==> src/rtl/vga_border_gen.sv <==
// VGA scan generator with a runtime-configurable border renderer.
// The wall thickness and display mode are applied at frame boundaries, and the border can be drawn off, solid, blinking or chasing.
module vga_border_gen #(
    parameter int CW          = 10,
    parameter int H_ACTIVE    = 640,
    parameter int H_FP        = 16,
    parameter int H_SYNC      = 96,
    parameter int H_BP        = 48,
    parameter int V_ACTIVE    = 480,
    parameter int V_FP        = 10,
    parameter int V_SYNC      = 2,
    parameter int V_BP        = 33,
    parameter int RATE_FRAMES = 30
) (
    input  logic          clk,
    input  logic          reset,
    input  logic          pix_en,
    input  logic [1:0]    mode,
    input  logic [3:0]    thick_in,
    input  logic          thick_ld,
    output logic [CW-1:0] x,
    output logic [CW-1:0] y,
    output logic          hsync,
    output logic          vsync,
    output logic          active,
    output logic          walls,
    output logic [3:0]    wall_id,
    output logic          frame_tick
);

    localparam int H_TOTAL = H_ACTIVE + H_FP + H_SYNC + H_BP;
    localparam int V_TOTAL = V_ACTIVE + V_FP + V_SYNC + V_BP;
    localparam int FW      = (RATE_FRAMES > 1) ? $clog2(RATE_FRAMES) : 1;

    localparam logic [CW-1:0] H_LAST   = CW'(H_TOTAL - 1);
    localparam logic [CW-1:0] V_LAST   = CW'(V_TOTAL - 1);
    localparam logic [CW-1:0] H_ACT_C  = CW'(H_ACTIVE);
    localparam logic [CW-1:0] V_ACT_C  = CW'(V_ACTIVE);
    localparam logic [CW-1:0] HS_START = CW'(H_ACTIVE + H_FP);
    localparam logic [CW-1:0] HS_END   = CW'(H_ACTIVE + H_FP + H_SYNC);
    localparam logic [CW-1:0] VS_START = CW'(V_ACTIVE + V_FP);
    localparam logic [CW-1:0] VS_END   = CW'(V_ACTIVE + V_FP + V_SYNC);
    localparam logic [FW-1:0] F_LAST   = FW'(RATE_FRAMES - 1);

    typedef enum logic [1:0] {
        MODE_OFF   = 2'd0,
        MODE_SOLID = 2'd1,
        MODE_BLINK = 2'd2,
        MODE_CHASE = 2'd3
    } mode_t;

    localparam logic [1:0] SIDE_LEFT   = 2'd0;
    localparam logic [1:0] SIDE_TOP    = 2'd1;
    localparam logic [1:0] SIDE_RIGHT  = 2'd2;
    localparam logic [1:0] SIDE_BOTTOM = 2'd3;

    // Chase pointer value that selects each wall_id bit, packed bit3..bit0.
    localparam logic [7:0] BIT_SIDE = {SIDE_BOTTOM, SIDE_TOP, SIDE_RIGHT, SIDE_LEFT};

    logic [CW-1:0] x_reg, y_reg, x_next, y_next;
    logic          run_reg;
    logic          hsync_reg, vsync_reg, active_reg, walls_reg, frame_tick_reg;
    logic [3:0]    wall_id_reg;
    logic [3:0]    pend_reg, thick_reg, thick_next;
    mode_t         mode_reg, mode_next;
    logic [FW-1:0] fcnt_reg, fcnt_next;
    logic          phase_reg, phase_next;
    logic [1:0]    ptr_reg, ptr_next;

    logic          boundary, tick;
    logic          hsync_next, vsync_next, active_next, walls_next;
    logic [3:0]    hits, chase_mask, wall_id_next;
    logic [CW-1:0] t_ext;

    // Scan counters; the first pix_en after reset presents (0,0) without advancing.
    always_comb begin
        x_next   = x_reg;
        y_next   = y_reg;
        boundary = 1'b0;
        tick     = 1'b0;
        if (!run_reg) begin
            x_next = '0;
            y_next = '0;
            tick   = 1'b1;
        end else if (x_reg == H_LAST) begin
            x_next = '0;
            if (y_reg == V_LAST) begin
                y_next   = '0;
                boundary = 1'b1;
                tick     = 1'b1;
            end else begin
                y_next = y_reg + 1'b1;
            end
        end else begin
            x_next = x_reg + 1'b1;
        end
    end

    // Frame-level state: shadowed thickness, mode, rate counter and step state.
    always_comb begin
        thick_next = thick_reg;
        mode_next  = mode_reg;
        fcnt_next  = fcnt_reg;
        phase_next = phase_reg;
        ptr_next   = ptr_reg;
        if (boundary) begin
            thick_next = pend_reg;
            mode_next  = mode_t'(mode);
            if (mode_t'(mode) != mode_reg) begin
                fcnt_next  = '0;
                phase_next = 1'b1;
                ptr_next   = SIDE_LEFT;
            end else if (fcnt_reg == F_LAST) begin
                fcnt_next  = '0;
                phase_next = ~phase_reg;
                ptr_next   = ptr_reg + 2'd1;
            end else begin
                fcnt_next = fcnt_reg + 1'b1;
            end
        end
    end

    genvar gi;
    generate
        for (gi = 0; gi < 4; gi++) begin : g_chase
            assign chase_mask[gi] = (ptr_next == BIT_SIDE[2*gi +: 2]);
        end
    endgenerate

    // Pixel decode from next-state counters so outputs align with x/y.
    always_comb begin
        t_ext       = CW'(thick_next);
        hsync_next  = !((x_next >= HS_START) && (x_next < HS_END));
        vsync_next  = !((y_next >= VS_START) && (y_next < VS_END));
        active_next = (x_next < H_ACT_C) && (y_next < V_ACT_C);
        hits[0]     = x_next < t_ext;
        hits[1]     = x_next >= (H_ACT_C - t_ext);
        hits[2]     = y_next < t_ext;
        hits[3]     = y_next >= (V_ACT_C - t_ext);
        hits        = hits & {4{active_next}};
        case (mode_next)
            MODE_OFF:   wall_id_next = 4'b0000;
            MODE_SOLID: wall_id_next = hits;
            MODE_BLINK: wall_id_next = phase_next ? hits : 4'b0000;
            MODE_CHASE: wall_id_next = hits & chase_mask;
            default:    wall_id_next = 4'b0000;
        endcase
        walls_next = |wall_id_next;
    end

    always_ff @(posedge clk) begin
        if (reset) begin
            x_reg          <= '0;
            y_reg          <= '0;
            run_reg        <= 1'b0;
            hsync_reg      <= 1'b1;
            vsync_reg      <= 1'b1;
            active_reg     <= 1'b0;
            walls_reg      <= 1'b0;
            wall_id_reg    <= 4'b0000;
            frame_tick_reg <= 1'b0;
            pend_reg       <= 4'd9;
            thick_reg      <= 4'd9;
            mode_reg       <= MODE_SOLID;
            fcnt_reg       <= '0;
            phase_reg      <= 1'b1;
            ptr_reg        <= SIDE_LEFT;
        end else if (pix_en) begin
            x_reg          <= x_next;
            y_reg          <= y_next;
            run_reg        <= 1'b1;
            hsync_reg      <= hsync_next;
            vsync_reg      <= vsync_next;
            active_reg     <= active_next;
            walls_reg      <= walls_next;
            wall_id_reg    <= wall_id_next;
            frame_tick_reg <= tick;
            thick_reg      <= thick_next;
            mode_reg       <= mode_next;
            fcnt_reg       <= fcnt_next;
            phase_reg      <= phase_next;
            ptr_reg        <= ptr_next;
            if (thick_ld) begin
                pend_reg <= thick_in;
            end
        end else begin
            frame_tick_reg <= 1'b0;
        end
    end

    assign x          = x_reg;
    assign y          = y_reg;
    assign hsync      = hsync_reg;
    assign vsync      = vsync_reg;
    assign active     = active_reg;
    assign walls      = walls_reg;
    assign wall_id    = wall_id_reg;
    assign frame_tick = frame_tick_reg;

endmodule

==> config.mk <==
export PLATFORM = sky130hd
export DESIGN_NAME = vga_border_gen
export DESIGN_NICKNAME = d
export VERILOG_FILES = /design/src/rtl/vga_border_gen.sv
export SDC_FILE = /design/constraint.sdc
export NUM_CORES = 1
export LEC_CHECK = 0
export CORE_ASPECT_RATIO = 0.9
export CORE_UTILIZATION = 40
export CTS_CLUSTER_DIAMETER = 200
export DETAILED_ROUTE_END_ITERATION = 10
export PLACE_DENSITY_LB_ADDON = 0.15
export SLEW_MARGIN = 20
export SYNTH_ARGS = -nofsm -noshare
export SYNTH_HDL_FRONTEND = slang
export SYNTH_SLANG_ARGS = --single-unit
==> constraint.sdc <==
create_clock -name clk -period 4.3 [get_ports clk]
set_clock_uncertainty 0.1 [all_clocks]
set_input_delay 1.29 -clock clk [delete_from_list [all_inputs] [get_ports clk]]
set_output_delay 1.29 -clock clk [all_outputs]
set_load 0.03 [all_outputs]
==> images/layer_met3.png <==
Drawn at 4 px/µm.
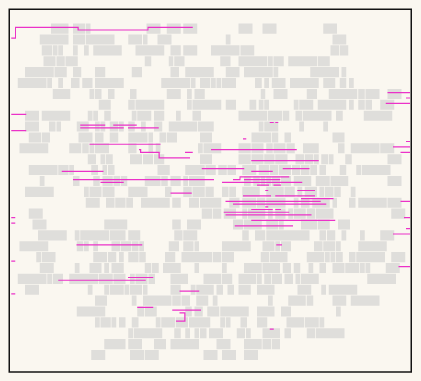
longest straight run: 35.0 µm
main direction: horizontal

==> images/cell_density.png <==
Drawn at 4 px/µm. The die is cut into 10 by 9 equal tiles; white is low, dark blue is high, 0 to 100% covered.
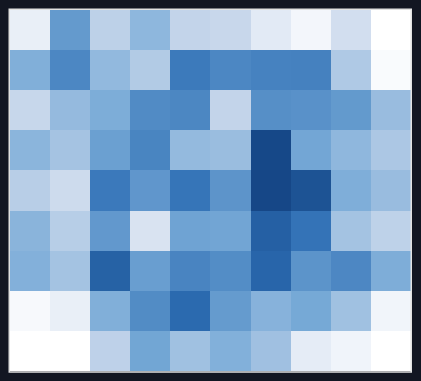
nearly empty tiles: 4.4%
fullest tile: 91%
mean over tiles: 44%
tiles over 75% full: 7.8%
Post-Route Utilization: 50.2%
Pre-Place Util: 42.2%

==> job_summary.md <==
### Yosys + OpenROAD results

| Metric | Value |
|---|---|
| Status | complete, no violations |
| Syn Inst Count | 431 |
| Fmax | 0.244 GHz |
| Max Root-Sink Buffers | 2 |
| Minimum clock period after layout | 4110 ps |
| Cell Rows | 31 |
| Tcrit/Tclk final | 95.5% |
| Clock Pin Slew Worst Setup and Hold Paths | 90 ps |
| Crit-path max FO | 11 |
| Cts repair resizes | 0 |
| Core Region | 8220 µm² |
| Fraction of layout cells with a size suffix above 1 | 9.53% |
| Total Routed Length | 9750 µm |
| Setup TNS Final | 0 ps |
| Post-synth top area cell | dfxtp_1 |
| Number of synthesized flops with an enable pin | 0 |
| DRC violations left | 0 |
| YS warnings | 0 |
| CP top delay family | simple AND/OR/NAND/NOR gates |
| CTS tree | done |
| Top_reg_cell synth | dfxtp_1 |
| CP arrival | 4250 ps |
| Vias in the first global route | 3,059 |
| PwrDens | 210 nW/µm² |
| Placed Cells | 579 |
| Initial antenna violation count | 0 |
| FFs w/ async S/R, synth | 0% |
| Via density | 5.67 |
| First-pass GRT wire length | 15,900 µm |
| Worst Tran Pin Value | 549 ps |
| Yosys reg bits | 48 |
| Post-route cell area | 4130 µm² |
| Boundary pin count | 39 |
| Routed len/inst | 16.6 µm |
| Hpwl dp | 7350 µm |
| Cts hold-fix bufs | 0 |
| Seq share, synth | 27.7% |
| RePlAce Congestion | 0.953 |
| Most frequent CP cell | ha_1 |
| ANT nets after route | 0 |
| Inserted Diodes | 0 |
| # fillers | 810 |
| Worst rel slew slack | 63.1% |
| Largest net degree at the start of global routing | 32 |
| Slowest CP cell | or4_1 |
| Total die size | 9050 µm² |
| Die W | 100 µm |
| Max Cap Violations | 0 |
| Area delta synth->final | 19.1% |
| Area contributors post-synth | dfxtp_1, ha_1, nor2_1 |
| Number of distinct library cells after synthesis | 64 |
| OpenROAD warning count | 28 |
| Grt total ovfl | 0 |
| Peak supply drop | 0.106 mV |
| Post-Synthesis Cell Area | 3470 µm² |
| Post-CTS Repair Setup Buffers | 0 |
| Number of clock sinks | 48 |
| Cell Chain, Critical Path | inv_1 -> ha_1 -> and4bb_2 -> nand4_1 -> nor2_1 -> buf_6 -> mux2i_1 -> nand2_1 -> nor2_1 -> ha_1 -> inv_1 -> ha_1 -> o2111ai_1 -> o21ai_1 -> a21o_1 -> a211oi_1 -> or4_1 -> or2_1 -> a21oi_2 |
| Critical path class | reg2reg |
| Critical Path Max Stage Delay | 540 ps |
| Leak | 1.62 nW |
| CP bufs+invs | 3 |
| Syn avg cell area | 8.05 µm² |
| Yosys Instances | 431 |
| Die Height | 90.3 µm |
| DR vias | 3,329 |
| Top-area cell share | 27.7% |
| Clk ins delay skew pair | 300 ps |
| Hold Vio Cnt, Final | 0 |
| YS chip area | 3470 µm² |
| Gr usage total | 22.2% |
| TritonRoute pass-1 iters | 5 |
| Total CTS buffers | 5 |
| Final Max Slew Viols | 0 |
| Top cells by count | nor2_1, dfxtp_1, nand2_1 |
| Drt initial violations | 222 |
| Final-stage net count | 507 |
| H-tree levels | 2 |
| Worst Hold Class | reg2reg |
| Port buffer count | 38 |
[cell usage in the layout, fill, tap and decap left out, types with 5 or more instances in the layout]
master            n
a211oi_1          5
a21o_1            6
a21oi_1          33
and2_1            7
and3_1            8
and4_1            7
buf_4            16
clkbuf_8          5
clkdlybuf4s50_1  38
dfxtp_1          48
ha_1             25
inv_1            13
mux2i_1          18
nand2_1          38
nand2b_1          5
nand3_1          12
nand4_1          13
nor2_1           55
nor2b_1           5
nor3_1           13
o21ai_0           8
xnor2_1          17
xor2_1           10
[layer usage]
layer	wire length (µm)	track usage, %	up-vias
met2	4290	33.9	103
met1	4790	32.1	1579
met5	0	0	-
li1	-	-	1634
met4	138	5.31	0
met3	533	3.72	13
[worst paths after layout]
path | from | slack, ps | end | cells past startpoint
worst max-delay path | y[1]$_SDFFE_PP0P_ | 190 | wall_id[1]$_SDFFE_PP0P_ | 19
worst min-delay path | thick_reg[2]$_SDFFE_PP0P_ | 360 | thick_reg[2]$_SDFFE_PP0P_ | 2
worst max register to register | y[1]$_SDFFE_PP0P_ | 190 | wall_id[1]$_SDFFE_PP0P_ | 19
worst min register to register | thick_reg[2]$_SDFFE_PP0P_ | 360 | thick_reg[2]$_SDFFE_PP0P_ | 2
[through the flow]
step                      power [W]  setup slack [ps]  utilization, %  hold WS (ps)
after floorplan            0.000519               209               -           331
after global placement     0.000551               193            48.8           341
after detailed placement   0.000551               170            48.8           351
after CTS                  0.000880               146            50.1           364
after global routing       0.000906              6.69            50.2           387
final                      0.000869               195            50.2           360
[kinds of logic (layout without fill, tap and decap cells)]
group,after synthesis,count (layout),synth area share [%]
buf+inv,35,76,4.55
xor+xnor,27,27,6.82
simple gates,189,189,28.6
fa+ha+maj,26,26,9.38
compound gates,88,88,17.7
mux,18,18,5.19
flops,48,48,27.7
[cell type report]
class                           instances  area (µm²)  share of cell area [%]
Multi-Input combinational cell        348        2360                    57.1
Sequential cell                        48         961                    23.3
Timing Repair Buffer                   55         512                    12.4
Tap cell                              115         144                    3.48
Clock buffer                            6        72.6                    1.76
Inverter                               13        48.8                    1.18
Clock inverter                          2        35.0                   0.848
[worst min-delay path: stages, from the launching register on]
cell and delay [ps]:
dfxtp_1 320, nand2_1 50, a21oi_1 50
[report_power, final]
part / switching, W / total (W) / internal (W)
registers: 0.00000600 / 0.000457 / 0.000451
logic: 0.0000506 / 0.0000839 / 0.0000333
clock network: 0.000155 / 0.000328 / 0.000173
total: 0.000212 / 0.000869 / 0.000657
Power and IR drop assume default switching activity.
